==> config.mk <==
export PLATFORM = sky130hd
export DESIGN_NAME = store_drain_buffer
export DESIGN_NICKNAME = d
export VERILOG_FILES = /design/src/rtl/store_drain_buffer.sv
export SDC_FILE = /design/constraint.sdc
export NUM_CORES = 1
export LEC_CHECK = 0
export CORE_MARGIN = 2
export CORE_UTILIZATION = 52
export DETAILED_ROUTE_END_ITERATION = 12
export HOLD_SLACK_MARGIN = 0.08
export PLACE_DENSITY_LB_ADDON = 0.12
export SYNTH_ARGS = -nofsm -noshare
export SYNTH_HDL_FRONTEND = slang
export SYNTH_SLANG_ARGS = --single-unit
==> constraint.sdc <==
create_clock -name clk -period 3.8 [get_ports clk]
set_clock_uncertainty 0.05 [all_clocks]
set_input_delay 0.76 -clock clk [delete_from_list [all_inputs] [get_ports clk]]
set_output_delay 0.76 -clock clk [all_outputs]
set_load 0.01 [all_outputs]
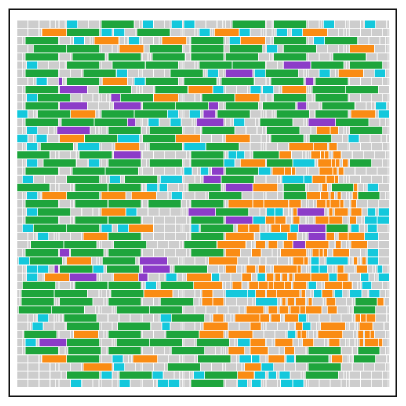
Figure 1: placement by cell class.
Drawn at 3 px/um. Fill, decap, tap and diode cells in grey.
purple -> clock drivers and dummy loads  # cells 32, share of their area 6.0%
green -> sequential cells  # cells 181, share of their area 54%
orange -> remaining logic cells  # cells 195, share of their area 25%
cyan -> remaining buffers and delay cells  # cells 140, share of their area 15%
sequential share of cell area: 53.1%
final core occ: 65.8%

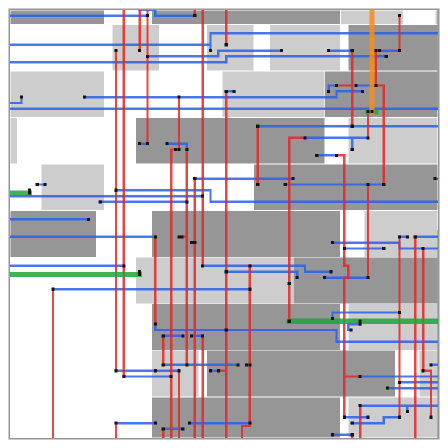
Figure 2: zoomed window.
Window x 52 to 77, y 52 to 77 um. Cells in grey, sequential cells in the stronger grey; small squares are vias.
red -> M2
orange -> M4
green -> M3
blue -> M1
cells with their middle in the window = 20
sequential cells in the window = 8
most frequent = edfxtp_1 (8), clkbuf_16 (3), buf_4 (3)

==> qor.csv <==
stage;metric;value;unit
placed_design;gp_congestion;0.898;
logic_synthesis;synth_cells;430;
worst_setup_path;crit_fanout;8;
logic_synthesis;ys_seq_share;65.8;%
final_timing;hold_violations;0;
logic_synthesis;ff_type;edfxtp_1;
routing;via_per_inst;5.63;
logic_synthesis;top_cells_by_area;edfxtp_1, mux4_2, dfxtp_1;
run_status;outcome;complete, but fails checks;
power_and_ir_drop;p_leak;3.34;nW
final_timing;period_used_share;100;%
worst_setup_path;cp_slowest_cell;mux4_2;
global_route;first_global_vias;4393;
routing;drt_wl_total;15200;um
logic_synthesis;top_cell_area_share;62.6;%
worst_setup_path;cp_cell_sequence;buf_12 > buf_4 > mux4_2 > xnor2_2 > nand4_1 > nor4_4 > nor4b_4 > a31oi_4 > buf_12 > mux2_4 > buf_6;
global_route;grt_usage;19.5;%
final_timing;fmax;0.263;GHz
global_route;grt_max_degree;24;
final_timing;tightest_slew;0.595;ns
finish;fillers;1080;
final_timing;rsz0062_at_grt;true;
die;initial_core_util;53.0;%
clocking;root_buffer;clkbuf_16;
finish;drive_gt1_share;29.2;%
die;die_height;129;um
logic_synthesis;synth.most_common_cell;edfxtp_1;
logic_synthesis;largest_area_cell;edfxtp_1;
finish;areaGrowthSynthToFinish;24.0;%
run_status;violations;setup timing;
flow_run;tool_warnings;36;
die;die_area;16500;um2
final_timing;period_minus_slack;3.81;ns
logic_synthesis;syn_nets;526;
finish;nNetsFinal;631;
clocking;clkTransAtPathRegs;0.07;ns
finish;comb_area;2390;um2
worst_setup_path;critical_path.startpoint_type;flip-flop;
final_timing;final-setup-viol-count;6;
worst_setup_path;cp-end-kind;output port;
finish;largest_reg_flops;128;
logic_synthesis;synth-seq-cells;181;
worst_setup_path;slowest_delay;0.53;ns
power_and_ir_drop;powerDensity;578;nW/um2
clocking;ctsLongestPathBuffers;2;
logic_synthesis;synthArstFlopShare;0;%
clocking;cts_sinks;181;
die;std_cell_rows;45;
clocking;htree_levels;4;
routing;ant_nets;0;
clocking;cts_hold_buf;0;
finish;flop_area;5310;um2
logic_synthesis;common_cells;edfxtp_1, mux4_2, buf_4;
routing;drc;0;
logic_synthesis;ys_cells;430;
routing;wl_per_cell;20.6;um
worst_setup_path;r2r_slack;0.31;ns
clocking;clk_latency;0.42;ns
routing;dr.pass1.iters;4;
die;top_level_ports;163;
worst_setup_path;critical_path_arrival;3.00;ns
logic_synthesis;synth_area_per_cell;18.8;um2
global_route;grt_overflow;0;
routing;drt_iter0_drc;203;
logic_synthesis;edf_count;168;
final_timing;worst_slack;-0.00598;ns
power_and_ir_drop;vdd_drop_max;0.417;mV
worst_hold_path;hold_depth;1;
logic_synthesis;yosys.cell_types.count;47;
worst_setup_path;critical_path.most_common_cell;buf_12;
clocking;cts_tree;done;
power_and_ir_drop;p_total;5.78;mW
logic_synthesis;ys_area;8060;um2
placed_design;pre_cts_ws;-0.356;ns
die;die_w;129;um
worst_hold_path;hold_class;reg2reg;
placed_design;place_hpwl;10100;um
worst_setup_path;reg2regPathDepth;14;
routing;vias;4150;
flow_run;cap_violations;0;
die;core;15200;um2
final_timing;slew_headroom;60.3;%
placed_design;io_buffer_count;98;
global_route;grt_antenna_before_repair;0;
worst_setup_path;cp.required;2.99;ns
clocking;numCtsBuffers;17;
logic_synthesis;syn_area;8060;um2
final_timing;finalMaxSlewViolations;0;
logic_synthesis;yosys_warnings;0;
worst_setup_path;critPathKind;reg2out;
global_route;grt_pass1_wl;23700;um
[power by group]
group	internal (mW)	total [mW]	switching (mW)
sequential	2.30	2.38	0.0803
combinational	0.953	1.69	0.734
clock	0.933	1.71	0.778
total	4.19	5.78	1.59
[area by class of cell]
cell class	count	area share, %
diodes	1	0.0250
clock buffers	17	4.25
clock inverters	15	1.63
inverters	9	0.338
multi-input cells	186	23.9
flip-flops and latches	181	53.1
well taps	188	2.35
repair buffers	140	14.4
[layout by cell type, fill, tap and decap left out, types with 3 or more instances in the layout]
cell type          n
a21oi_1            6
and2_2             4
buf_12             9
buf_4             30
buf_6              9
clkbuf_16         18
clkdlybuf4s50_1   85
dfxtp_1           10
dlygate4sd2_1      4
edfxtp_1         168
ha_1              11
inv_1              9
inv_6              5
inv_8              3
mux2_2             3
mux2_4             7
mux2i_1           14
mux4_1             6
mux4_2            43
nand2_1           10
nor2_1             9
nor2b_1            3
nor3_1             4
xnor2_1           16
xor2_1            12
[metal layers]
metal / GRT usage, % / up-vias / part of all wire, %
li1: - / 1891 / -
met1: 24.7 / 2117 / 42
met2: 32.1 / 118 / 50
met3: 6.69 / 24 / 6.1
met4: 6.46 / 0 / 1.1
met5: 0 / - / 0
[logic make-up after synthesis]
family | share of synthesized area, %
flops | 65.8
compound gates | 2.20
mux | 17.9
xor+xnor | 3.48
simple gates | 3.34
buf+inv | 5.54
fa+ha+maj | 1.71
[repair_timing]
item | in CTS | in global routing
pin swaps | 7 | 5
endpoints found under the setup margin | 9 | 9
buffers inserted | 5 | 4
cloned | 0 | 1
gates resized | 57 | 10
[metrics by stage]
step	area [um2]	utilization, %	TNS, ns	hold slack [ns]	cells
final	10000	65.8	-0.0184	0.447	737
after global routing	10000	65.8	-0.811	0.477	736
after CTS	9900	65.1	-0.161	0.457	731
after detailed placement	9200	60.5	-2.69	0.447	694
after global placement	9200	60.5	-2.14	0.415	694
after floorplan	8060	-	0	0.406	430
[critical path: cells and delay by family, from the launching register on]
kind                      cells  cell delay (ns)
muxes                         2             0.83
xor gates and xnor gates      1             0.15
DFF                           1             0.37
and+or+nand+nor               3             0.52
AOI/OAI and AO/OA             1             0.14
buffers and inverters         4             0.54
